`src/rtl/serial_sub_pkg.sv`:
```
// Shared definitions for the bit-serial subtractor: FSM encoding, default width
// and the signed-overflow rule applied to the captured operand sign bits.
package serial_sub_pkg;

    localparam int DEFAULT_WIDTH = 8;

    typedef enum logic [1:0] {
        IDLE = 2'd0,
        RUN  = 2'd1,
        DONE = 2'd2
    } state_e;

    // Signed overflow of a - b: operand signs differ and the result sign differs from a.
    function automatic logic sub_overflow(input logic a_msb, input logic b_msb, input logic d_msb);
        return (a_msb != b_msb) && (d_msb != a_msb);
    endfunction

endpackage

```
`src/rtl/serial_subtractor_full_subtractor.sv`:
```
// One-bit full subtractor cell: difference and borrow-out for a - b - bin.
module full_subtractor (
    input  logic a,
    input  logic b,
    input  logic bin,
    output logic d,
    output logic bout
);

    assign d    = a ^ b ^ bin;
    assign bout = (~a & b) | (~(a ^ b) & bin);

endmodule

```
`src/rtl/serial_subtractor.sv`:
```
// Bit-serial subtractor: captures a, b, borrow_in on start and resolves one bit per
// cycle LSB first; results appear together with a one-cycle done pulse.
module serial_subtractor
    import serial_sub_pkg::*;
#(
    parameter int WIDTH = DEFAULT_WIDTH
) (
    input  logic             clk,
    input  logic             rst_n,
    input  logic             start,
    input  logic [WIDTH-1:0] a,
    input  logic [WIDTH-1:0] b,
    input  logic             borrow_in,
    output logic             busy,
    output logic             done,
    output logic [WIDTH-1:0] diff,
    output logic             borrow,
    output logic             overflow
);

    localparam int CW = (WIDTH > 1) ? $clog2(WIDTH) : 1;

    state_e           state_r;
    state_e           state_nxt_s;
    logic [WIDTH-1:0] a_sh_r;
    logic [WIDTH-1:0] b_sh_r;
    logic [WIDTH-2:0] res_r;
    logic [WIDTH-1:0] res_nxt_s;
    logic             br_r;
    logic [CW-1:0]    cnt_r;
    logic             a_msb_r;
    logic             b_msb_r;
    logic             d_s;
    logic             bout_s;
    logic             load_s;
    logic             step_s;
    logic             last_bit_s;

    full_subtractor u_cell (
        .a    (a_sh_r[0]),
        .b    (b_sh_r[0]),
        .bin  (br_r),
        .d    (d_s),
        .bout (bout_s)
    );

    assign last_bit_s = (cnt_r == CW'(WIDTH - 1));
    // New bit enters at the top so the final shift leaves the full result aligned.
    assign res_nxt_s  = {d_s, res_r};

    // Next-state decode and datapath enables.
    always_comb begin
        state_nxt_s = state_r;
        load_s      = 1'b0;
        step_s      = 1'b0;
        case (state_r)
            IDLE: begin
                if (start) begin
                    state_nxt_s = RUN;
                    load_s      = 1'b1;
                end else begin
                    state_nxt_s = IDLE;
                end
            end
            RUN: begin
                step_s = 1'b1;
                if (last_bit_s) begin
                    state_nxt_s = DONE;
                end else begin
                    state_nxt_s = RUN;
                end
            end
            DONE:    state_nxt_s = IDLE;
            default: state_nxt_s = IDLE;
        endcase
    end

    // State register plus registered busy/done flags.
    always_ff @(posedge clk or negedge rst_n) begin
        if (!rst_n) begin
            state_r <= IDLE;
            busy    <= 1'b0;
            done    <= 1'b0;
        end else begin
            state_r <= state_nxt_s;
            busy    <= (state_nxt_s != IDLE);
            done    <= (state_nxt_s == DONE);
        end
    end

    // Operand/result shifting, running borrow, bit counter and result capture.
    always_ff @(posedge clk or negedge rst_n) begin
        if (!rst_n) begin
            a_sh_r   <= {WIDTH{1'b0}};
            b_sh_r   <= {WIDTH{1'b0}};
            res_r    <= {(WIDTH-1){1'b0}};
            br_r     <= 1'b0;
            cnt_r    <= {CW{1'b0}};
            a_msb_r  <= 1'b0;
            b_msb_r  <= 1'b0;
            diff     <= {WIDTH{1'b0}};
            borrow   <= 1'b0;
            overflow <= 1'b0;
        end else if (load_s) begin
            a_sh_r  <= a;
            b_sh_r  <= b;
            br_r    <= borrow_in;
            cnt_r   <= {CW{1'b0}};
            a_msb_r <= a[WIDTH-1];
            b_msb_r <= b[WIDTH-1];
        end else if (step_s) begin
            a_sh_r <= {1'b0, a_sh_r[WIDTH-1:1]};
            b_sh_r <= {1'b0, b_sh_r[WIDTH-1:1]};
            res_r  <= res_nxt_s[WIDTH-1:1];
            br_r   <= bout_s;
            if (last_bit_s) begin
                diff     <= res_nxt_s;
                borrow   <= bout_s;
                overflow <= sub_overflow(a_msb_r, b_msb_r, d_s);
            end else begin
                cnt_r <= cnt_r + CW'(1);
            end
        end
    end

endmodule

```
`config.mk`:
```
export PLATFORM = sky130hd
export DESIGN_NAME = serial_subtractor
export DESIGN_NICKNAME = d
export VERILOG_FILES = /design/src/rtl/serial_sub_pkg.sv /design/src/rtl/serial_subtractor_full_subtractor.sv /design/src/rtl/serial_subtractor.sv
export SDC_FILE = /design/constraint.sdc
export NUM_CORES = 1
export LEC_CHECK = 0
export CORE_UTILIZATION = 30
export DETAILED_ROUTE_END_ITERATION = 10
export GPL_ROUTABILITY_DRIVEN = 0
export GPL_TIMING_DRIVEN = 0
export PLACE_DENSITY = 0.51
export RECOVER_POWER = 100
export REMOVE_ABC_BUFFERS = 1
export SYNTH_ARGS = -nofsm -noshare
export SYNTH_HDL_FRONTEND = slang
export SYNTH_HIERARCHICAL = 1
export SYNTH_SLANG_ARGS = --single-unit
```
`constraint.sdc`:
```
create_clock -name clk -period 2.34 [get_ports clk]
set_input_delay 0.468 -clock clk [delete_from_list [all_inputs] [get_ports clk]]
set_output_delay 0.468 -clock clk [all_outputs]
set_load 0.01 [all_outputs]
```
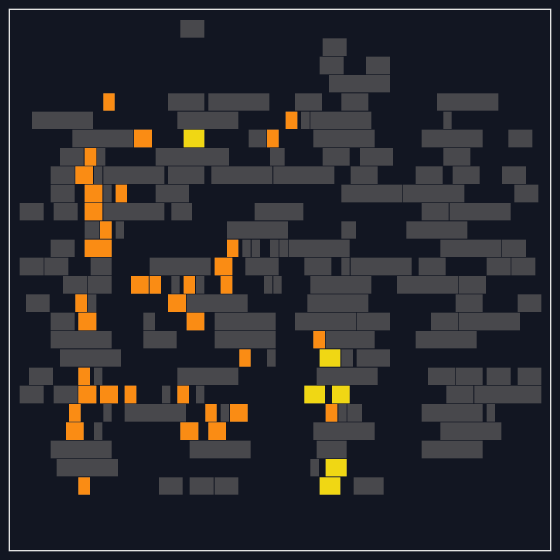
*Selected gate families*
- aoi and oai cells: orange (cells 36; most used o21ai_0)
- non-inverting ao/oa cells: yellow (cells 6; most used a22o_1)
most numerous logic cell after layout: sky130_fd_sc_hd__dfrtp_1
multi-input gate share of the layout cell area: 29.5%

==> flow_summary.json <==
{
  "clock-root-buffer": "sky130_fd_sc_hd__clkbuf_8",
  "ys.flop_type": "sky130_fd_sc_hd__dfrtp_1",
  "leakagePower_nw": 1.02,
  "iteration_count_of_the_initial_detailed_routing_pass": 4,
  "synth_flop_count": 43,
  "yosys.area.top_type": "sky130_fd_sc_hd__dfrtp_1",
  "num_antenna_cells": 0,
  "detailroute.wirelength.met2_um": 1690,
  "floorplan.tapcells": 75,
  "sh_seq_area_pct": 46.2,
  "synth_compound_gate_area_share_pct": 14.8,
  "outcome": "complete, no violations",
  "critical_path.max_fanout": 24,
  "final_cells": 256,
  "count_of_antenna_violating_nets_left_after_detailed_routing": 0,
  "yosys-mux-area-fraction_pct": 12.0,
  "synth-xor-area-share_pct": 0,
  "dp_hpwl_um": 2380,
  "max_cap_violations": 0,
  "holdBufCountCts": 0,
  "grt_antenna_before_repair": 0,
  "setup_viol_count_final": 0
}
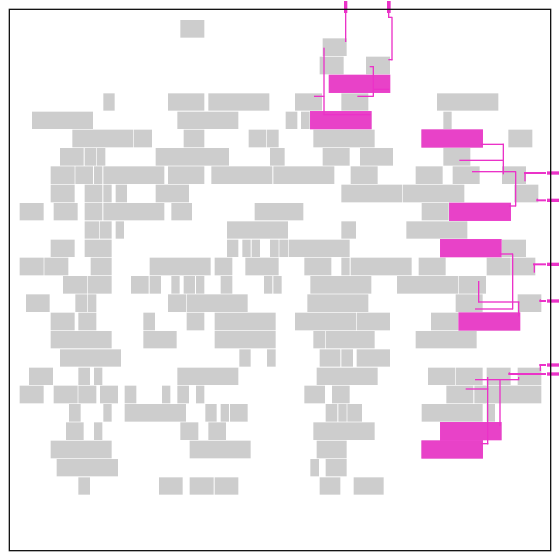
*Port wiring*
- `diff`: magenta (bits 8; direction output; edge 6 right, 2 top; end cells 8; buffers 8; wire 137 um)
count of boundary I/O pins: 32
port buffer count: 31

